### src/rtl/issue_queue_shift.sv
// Collapsing issue queue: in-order slots, CDB wakeup, oldest-ready issue.
// Optional flush port and logic enabled by defining ISSUEQ_FLUSH_EN.
module issue_queue_shift #(
  parameter int DEPTH  = 4,
  parameter int TAG_W  = 6,
  parameter int DATA_W = 32,
  parameter int OP_W   = 4,
  parameter int CNT_W  = $clog2(DEPTH+1)
) (
  input  logic              clk,
  input  logic              rst_n,
`ifdef ISSUEQ_FLUSH_EN
  input  logic              flush_i,
`endif
  input  logic              dispatch_valid_i,
  output logic              dispatch_ready_o,
  input  logic [OP_W-1:0]   dispatch_opcode_i,
  input  logic [TAG_W-1:0]  dispatch_rd_tag_i,
  input  logic [TAG_W-1:0]  dispatch_rs1_tag_i,
  input  logic [TAG_W-1:0]  dispatch_rs2_tag_i,
  input  logic [DATA_W-1:0] dispatch_rs1_data_i,
  input  logic [DATA_W-1:0] dispatch_rs2_data_i,
  input  logic              dispatch_rs1_val_i,
  input  logic              dispatch_rs2_val_i,
  input  logic              cdb_valid_i,
  input  logic [TAG_W-1:0]  cdb_tag_i,
  input  logic [DATA_W-1:0] cdb_data_i,
  output logic              issue_valid_o,
  input  logic              issue_ready_i,
  output logic [OP_W-1:0]   issue_opcode_o,
  output logic [TAG_W-1:0]  issue_rd_tag_o,
  output logic [DATA_W-1:0] issue_rs1_data_o,
  output logic [DATA_W-1:0] issue_rs2_data_o,
  output logic [CNT_W-1:0]  count_o,
  output logic              full_o,
  output logic              empty_o
);

  localparam int IDX_W = $clog2(DEPTH);

  typedef struct packed {
    logic              vld;
    logic [OP_W-1:0]   op;
    logic [TAG_W-1:0]  rd;
    logic [TAG_W-1:0]  t1;
    logic [DATA_W-1:0] d1;
    logic              v1;
    logic [TAG_W-1:0]  t2;
    logic [DATA_W-1:0] d2;
    logic              v2;
  } ent_t;

  ent_t             ent_q [DEPTH];
  ent_t             ent_d [DEPTH];
  ent_t             new_e;
  logic [CNT_W-1:0] count_q, count_d;
  logic [CNT_W-1:0] wpos;
  logic [IDX_W-1:0] sel;
  logic             any_rdy;
  logic             issue_fire;
  logic             disp_fire;

  assign full_o           = (count_q == CNT_W'(DEPTH));
  assign empty_o          = (count_q == '0);
  assign count_o          = count_q;
  assign dispatch_ready_o = !full_o;
  assign disp_fire        = dispatch_valid_i && dispatch_ready_o;
  assign issue_fire       = any_rdy && issue_ready_i;

  always_comb begin
    any_rdy = 1'b0;
    sel     = '0;
    for (int i = DEPTH-1; i >= 0; i--) begin
      if (ent_q[i].vld && ent_q[i].v1 && ent_q[i].v2) begin
        any_rdy = 1'b1;
        sel     = IDX_W'(i);
      end
    end
  end

  assign issue_valid_o    = any_rdy;
  assign issue_opcode_o   = any_rdy ? ent_q[sel].op : '0;
  assign issue_rd_tag_o   = any_rdy ? ent_q[sel].rd : '0;
  assign issue_rs1_data_o = any_rdy ? ent_q[sel].d1 : '0;
  assign issue_rs2_data_o = any_rdy ? ent_q[sel].d2 : '0;

  always_comb begin
    new_e     = '0;
    new_e.vld = 1'b1;
    new_e.op  = dispatch_opcode_i;
    new_e.rd  = dispatch_rd_tag_i;
    new_e.t1  = dispatch_rs1_tag_i;
    new_e.d1  = dispatch_rs1_data_i;
    new_e.v1  = dispatch_rs1_val_i;
    new_e.t2  = dispatch_rs2_tag_i;
    new_e.d2  = dispatch_rs2_data_i;
    new_e.v2  = dispatch_rs2_val_i;
  end

  always_comb begin
    ent_d   = ent_q;
    count_d = count_q;
    wpos    = count_q;
    if (issue_fire) begin
      for (int i = 0; i < DEPTH; i++) begin
        if (i >= int'(sel)) begin
          if (i == DEPTH-1) ent_d[i] = '0;
          else              ent_d[i] = ent_q[(i+1) % DEPTH];
        end
      end
      wpos = count_q - CNT_W'(1);
    end
    if (disp_fire) begin
      for (int i = 0; i < DEPTH; i++)
        if (CNT_W'(i) == wpos) ent_d[i] = new_e;
    end
    // Wakeup runs on the post-shift image, so it also serves dispatch bypass.
    if (cdb_valid_i) begin
      for (int i = 0; i < DEPTH; i++) begin
        if (ent_d[i].vld) begin
          if (!ent_d[i].v1 && ent_d[i].t1 == cdb_tag_i) begin
            ent_d[i].d1 = cdb_data_i;
            ent_d[i].v1 = 1'b1;
          end
          if (!ent_d[i].v2 && ent_d[i].t2 == cdb_tag_i) begin
            ent_d[i].d2 = cdb_data_i;
            ent_d[i].v2 = 1'b1;
          end
        end
      end
    end
    unique case ({disp_fire, issue_fire})
      2'b10:   count_d = count_q + CNT_W'(1);
      2'b01:   count_d = count_q - CNT_W'(1);
      default: count_d = count_q;
    endcase
`ifdef ISSUEQ_FLUSH_EN
    if (flush_i) begin
      for (int i = 0; i < DEPTH; i++) ent_d[i] = '0;
      count_d = '0;
    end
`endif
  end

  always_ff @(posedge clk) begin
    if (!rst_n) begin
      for (int i = 0; i < DEPTH; i++) ent_q[i] <= '0;
      count_q <= '0;
    end else begin
      ent_q   <= ent_d;
      count_q <= count_d;
    end
  end

endmodule

### config.mk
export PLATFORM = sky130hd
export DESIGN_NAME = issue_queue_shift
export DESIGN_NICKNAME = d
export VERILOG_FILES = /design/src/rtl/issue_queue_shift.sv
export SDC_FILE = /design/constraint.sdc
export NUM_CORES = 1
export LEC_CHECK = 0
export ABC_AREA = 1
export CORE_ASPECT_RATIO = 0.7
export CORE_MARGIN = 10
export CORE_UTILIZATION = 64
export CTS_CLUSTER_DIAMETER = 80
export DETAILED_ROUTE_END_ITERATION = 6
export PLACE_DENSITY_LB_ADDON = 0.25
export SYNTH_ARGS = -nofsm -noshare
export SYNTH_HDL_FRONTEND = slang
export SYNTH_SLANG_ARGS = --single-unit
### constraint.sdc
create_clock -name clk -period 7.61 [get_ports clk]
set_input_delay 1.522 -clock clk [delete_from_list [all_inputs] [get_ports clk]]
set_output_delay 1.522 -clock clk [all_outputs]
set_load 0.02 [all_outputs]
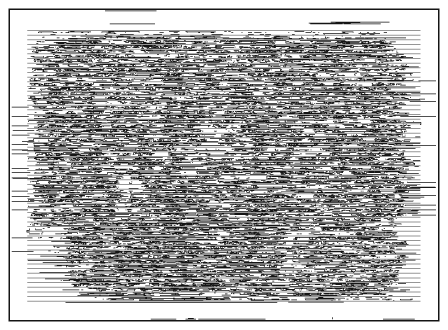
**Above:** run 1 (met1 routing).
Supply wires on this layer in gray.
wire length on this layer = 32.7 mm
longest straight run = 123 um
met1 usage in global routing: 0.4770
vias post-DR: 26355

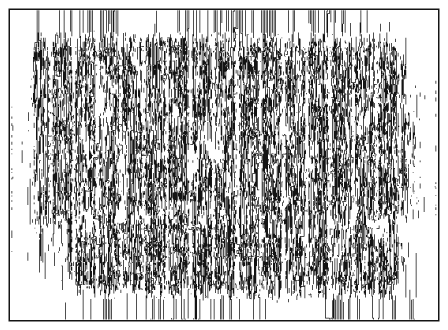
**Above:** run 1 (metal 2).
wire length on this layer = 33.7 mm
nets with wire on the layer = 2780
longest straight run = 87.7 um
share of all routed wire = 41%
met2 Usage GRT: 0.4941
total wire length: 82200 um

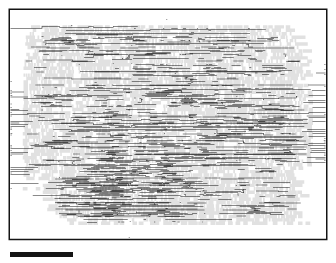
**Above:** run 1 (the metal 3 layer).
Bar = 50 um. Cells faint in the background.
nets with wire on the layer = 415
main direction = horizontal
wire length on this layer = 13500 um
GRT met3 Usage: 0.1096

==> out/results.txt, run 1 <==
Outcome: complete, but fails checks
Violated checks: design-rule violations
Worst-path cell with the longest stage delay: inv_4
Total combinational power: 0.000962 W
Critical path destination: issue_rs1_data_o[31]
Setup TNS: 0 ns
Launch point of the worst hold path: ent_q[176]$_SDFF_PN0_
Post-synthesis async set-or-reset flop share: 0
Count of hold-fix buffers inserted at cts: 0
Sequential cell area: 7187 sq um
Clock Root Buffer: clkbuf_16
CTS buffer count: 38
Cell area power density: 187.6 nW/um^2
Init Core Util: 0.6523
Worst path cell trace: nand3_1, nand2_2, inv_2, nand2_2, inv_4, buf_4, o211ai_1, a21oi_1, clkdlybuf4s50_1
Clk cell area share: 0.04682
Count of routing violations after the opening detailed-route iteration: 3661
Overall power of the completed layout: 0.004944 W
Comb area: 13680 sq um
Mean Syn Cell Area: 5.949 sq um
Xor/xnor cell area share of the yosys netlist: 0.001115
Top delay family on crit path: buffers and inverters
Core region area: 36140 sq um
Area enclosed by the die boundary: 45040 sq um
Final layout net count: 4059
Flip-flops: 359
Ports: 212
Number of multi-input combinational cells in the layout: 2948
Number of buffers and inverters on the critical path: 4
Yosys cell count: 3963
Post-cts gate resize count: 0
Setup Slack @ Placement: 1.689 ns
Global-route wire length before repair: 129300 um
GRT Residual Overflow: 0
Slew at the pin with the worst max-slew slack: 1.188 ns
Total track usage: 0.3459
Post-route fraction of the period consumed by the critical path: 0.8236
Critical path's most frequent cell: nand2_2
Biggest area consumer among synthesized cells: dfxtp_1
Most frequently used cell type in the post-synthesis netlist: nand2_1
Clock transition at the registers of the reported paths: 0.06 ns
Data arrival time of the critical path: 4.75 ns
Dominant flop cell: dfxtp_1
Clock buffer instance count of the final layout: 49
Period minus WS final: 6.268 ns
CTS max path bufs: 3
Clock sink count: 359
Seq share, synth: 0.3049
Register bit count reported by yosys: 359
Final worst clock skew: 0.02422 ns
Final cell count without fillers: 4432
Register with the most flip-flops: ent_q
Clock latency at the later pin of the worst-skew pair: 0.55 ns
Crit. End Element: primary output
Final worst slack: 1.342 ns
Well-tap cell count: 480
Portion of synthesized cell area occupied by the leading cell type: 0.3049
Cell Rows: 58
Final slew viol count: 0
Half-perimeter wire length of the detailed placement result: 50030 um
Compound-Gate Fraction of Synth Area: 0.2337
Switching pwr: 0.001500 W
Per-cell routed wire length: 18.55 um
Die extent in x: 249.4 um
Delay of the slowest cell on the worst path: 1.03 ns
Highest routing layer actually used: met4
Net switching fraction of the power: 0.3034
Timing startpoint of the critical path: ent_q[306]$_SDFF_PN0_
Distinct cell type count after synthesis: 43
Depth of the critical timing path with buffers and inverters included: 9
Heaviest power group: registers
Tally of buffers added on design ports: 211
Worst hold slack: 0.4907 ns
Antenna cell count: 4
Maximum achievable frequency: 0.1596 GHz
Multi-input logic portion of the cell area: 0.5192
Detailed-router iteration count before antenna repair: 7
Class of the tightest hold or removal check: flop to flop
Fraction of power consumed by the clock network: 0.386
Met3 layer wire length in the routed design: 13520 um
Register share of total power: 0.419
Number of filler cells placed in the layout: 3120
Worst reg2reg path startpoint: count_o[0]$_SDFFE_PN0P_
Cells after DPL: 4364
Worst Setup Start Kind: flop
Largest register FFs: 356
Largest driver fanout on the critical path: 82
Utilization after layout: 0.7291
Max H-tree Level: 2
Routed length on met1: 32680 um
Nets in the synthesized netlist: 4098
Commonest non-fill, non-tap cell in the layout: nand2_1
Post-synthesis cell count: 3963
Count of inverters not on the clock network in the layout: 332
Reported leakage power: 11.77 nW
Cell group occupying the most layout area: combinational gates
Most frequent cells in the layout: nand2_1, nor2_1, o21ai_0, dfxtp_1, inv_1
Pin count of the biggest net entering global routing: 103
Worst Reg-to-Reg Cells: 18
Max-cap check violation count: 0
Number of buffers inserted to repair setup after CTS: 0
Yosys synthesis chip area: 23580 sq um
Adder-cell share of the synthesized area: 0.002123
Synth Area in Simple Gates: 0.3410
Reg2Reg Capture Point: ent_q[242]$_SDFF_PN0_
Post-place instance area: 25110 sq um
Via density: 5.947
Initial antenna violation count: 4
Final design area excluding fillers: 26350 sq um
TritonCTS clock tree: built
Non-clock buffers: 245
Setup slack of the worst register-to-register path: 2.25 ns
Remaining routing DRC violations: 1
Tally of OpenROAD warnings: 30
Most frequent cells after synthesis: nand2_1, nor2_1, o21ai_0
Die Y-Extent: 180.6 um
Power drawn by the clock network: 0.00191 W
Number of warnings printed during yosys synthesis: 0
Category of the critical setup timing path: flop to primary output
Largest combinational cell category by area: simple AND/OR/NAND/NOR gates
Required time at the endpoint of the critical path: 6.09 ns
Number of global-route vias before repair: 23416
Final weighted congestion of routability-driven global placement: 1.038
Fraction of synthesized area in multiplexers: 0
WHS Path Cells: 2
Power consumed by sequential cells: 0.00207 W
Setup repair after global routing missed its margin: false
==> run 2, diff against run 1 <==
--- a/config.mk
+++ b/config.mk
@@ -8,7 +8,7 @@
 export ABC_AREA = 1
 export CORE_ASPECT_RATIO = 0.7
 export CORE_MARGIN = 10
-export CORE_UTILIZATION = 64
+export CORE_UTILIZATION = 59
 export CTS_CLUSTER_DIAMETER = 80
 export DETAILED_ROUTE_END_ITERATION = 6
 export PLACE_DENSITY_LB_ADDON = 0.25
==> constraint.sdc (replaced) <==
create_clock -name clk -period 5.9 [get_ports clk]
set_input_delay 1.18 -clock clk [delete_from_list [all_inputs] [get_ports clk]]
set_output_delay 1.18 -clock clk [all_outputs]
set_load 0.02 [all_outputs]
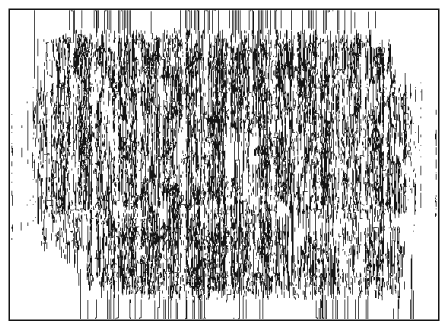
**Above:** run 2 (metal 2).
nets with wire on the layer = 2729
main direction = vertical
share of all routed wire = 41%
wire length on this layer = 33.4 mm
longest straight run = 55.8 um
total wire length: 81330 um
met2 Usage GRT: 0.4707
vias post-DR: 26029

==> out/results.txt, run 2 <==
Total track usage: 0.3207 (-0.02523)
Per-cell routed wire length: 18.05 um (-2.7%)
Worst hold slack: 0.4908 ns (+0.0001340 ns)
CTS max path bufs: 3 (unchanged)
Highest routing layer actually used: met5
TritonCTS clock tree: built
Remaining routing DRC violations: 0 (-1)
Register with the most flip-flops: ent_q
Power drawn by the clock network: 0.00263 W (+38%)
Clock buffer instance count of the final layout: 63 (+29%)
Net switching fraction of the power: 0.2924 (-0.01095)
Final slew viol count: 0 (unchanged)
Max-cap check violation count: 0 (unchanged)
Clk cell area share: 0.05049 (+0.003667)
Number of multi-input combinational cells in the layout: 2948 (unchanged)
Final cell count without fillers: 4505 (+1.6%)
Final design area excluding fillers: 26670 sq um (+1.2%)
Nets in the synthesized netlist: 4098 (unchanged)
Reg2Reg Capture Point: ent_q[283]$_SDFF_PN0_
Setup TNS: 0 ns (unchanged)
Sequential cell area: 7187 sq um (unchanged)
Clock Root Buffer: clkbuf_16
Half-perimeter wire length of the detailed placement result: 49680 um (-0.70%)
Register share of total power: 0.409 (-0.010)
Die extent in x: 258.9 um (+3.8%)
Initial antenna violation count: 5 (+1)
Mean Syn Cell Area: 5.949 sq um (unchanged)
Count of inverters not on the clock network in the layout: 332 (unchanged)
Required time at the endpoint of the critical path: 4.72 ns (-1.37 ns)
Largest combinational cell category by area: simple AND/OR/NAND/NOR gates
GRT Residual Overflow: 0 (unchanged)
Dominant flop cell: dfxtp_1
Data arrival time of the critical path: 3.88 ns (-0.87 ns)
Core region area: 39610 sq um (+9.6%)
WHS Path Cells: 2 (unchanged)
Worst Reg-to-Reg Cells: 17 (-1)
Synth Area in Simple Gates: 0.3410 (unchanged)
Flip-flops: 359 (unchanged)
Cells after DPL: 4432 (+1.6%)
Post-synthesis cell count: 3963 (unchanged)
Top delay family on crit path: buffers and inverters
Commonest non-fill, non-tap cell in the layout: nand2_1
Multi-input logic portion of the cell area: 0.5131 (-0.006163)
Most frequent cells after synthesis: nand2_1, nor2_1, o21ai_0
Utilization after layout: 0.6732 (-0.05592)
Setup Slack @ Placement: 1.075 ns (-0.6139 ns)
Worst-path cell with the longest stage delay: clkdlybuf4s50_1
Slew at the pin with the worst max-slew slack: 1.178 ns (-0.009450 ns)
Portion of synthesized cell area occupied by the leading cell type: 0.3049 (unchanged)
Category of the critical setup timing path: flop to primary output
Met3 layer wire length in the routed design: 11120 um (-18%)
Die Y-Extent: 187.2 um (+3.7%)
GRT met3 Usage: 0.08600 (-0.02363)
Cell group occupying the most layout area: combinational gates
Setup slack of the worst register-to-register path: 1.65 ns (-0.60 ns)
Register bit count reported by yosys: 359 (unchanged)
Number of filler cells placed in the layout: 3557 (+14%)
Class of the tightest hold or removal check: flop to flop
Number of buffers inserted to repair setup after CTS: 0 (unchanged)
Final layout net count: 4073 (+0.34%)
Number of buffers and inverters on the critical path: 3 (-1)
Largest driver fanout on the critical path: 53 (-35%)
Delay of the slowest cell on the worst path: 0.69 ns (-0.34 ns)
Adder-cell share of the synthesized area: 0.002123 (unchanged)
Via density: 5.778 (-2.8%)
Cell Rows: 61 (+5.2%)
Outcome: finished, final reports clean
Most frequent cells in the layout: nand2_1, nor2_1, o21ai_0, dfxtp_1, inv_1
Final worst clock skew: 0.01508 ns (-0.009139 ns)
Yosys synthesis chip area: 23580 sq um (unchanged)
Area enclosed by the die boundary: 48480 sq um (+7.7%)
Timing startpoint of the critical path: ent_q[39]$_SDFF_PN0_
Non-clock buffers: 258 (+5.3%)
Total combinational power: 0.00122 W (+27%)
Met1 usage in global routing: 0.4407 (-0.03628)
Critical path's most frequent cell: nand2_1
Final weighted congestion of routability-driven global placement: 0.9753 (-6.1%)
Power consumed by sequential cells: 0.00267 W (+29%)
Clock latency at the later pin of the worst-skew pair: 0.55 ns (about the same)
Final worst slack: 0.8361 ns (-0.5064 ns)
Crit. End Element: primary output
Setup repair after global routing missed its margin: false
Post-cts gate resize count: 0 (unchanged)
Well-tap cell count: 535 (+11%)
Routed length on met1: 34070 um (+4.3%)
Period minus WS final: 5.064 ns
Clock sink count: 359 (unchanged)
Depth of the critical timing path with buffers and inverters included: 10 (+1)
Largest register FFs: 356 (unchanged)
Count of routing violations after the opening detailed-route iteration: 3330 (-9.0%)
Yosys cell count: 3963 (unchanged)
Post-synthesis async set-or-reset flop share: 0 (unchanged)
Critical path destination: issue_rs2_data_o[31]
Ports: 212 (unchanged)
Pin count of the biggest net entering global routing: 170 (+65%)
Maximum achievable frequency: 0.1975 GHz
Biggest area consumer among synthesized cells: dfxtp_1
Seq share, synth: 0.3049 (unchanged)
Cell area power density: 244.5 nW/um^2 (+30%)
Power and IR drop assume default switching activity.
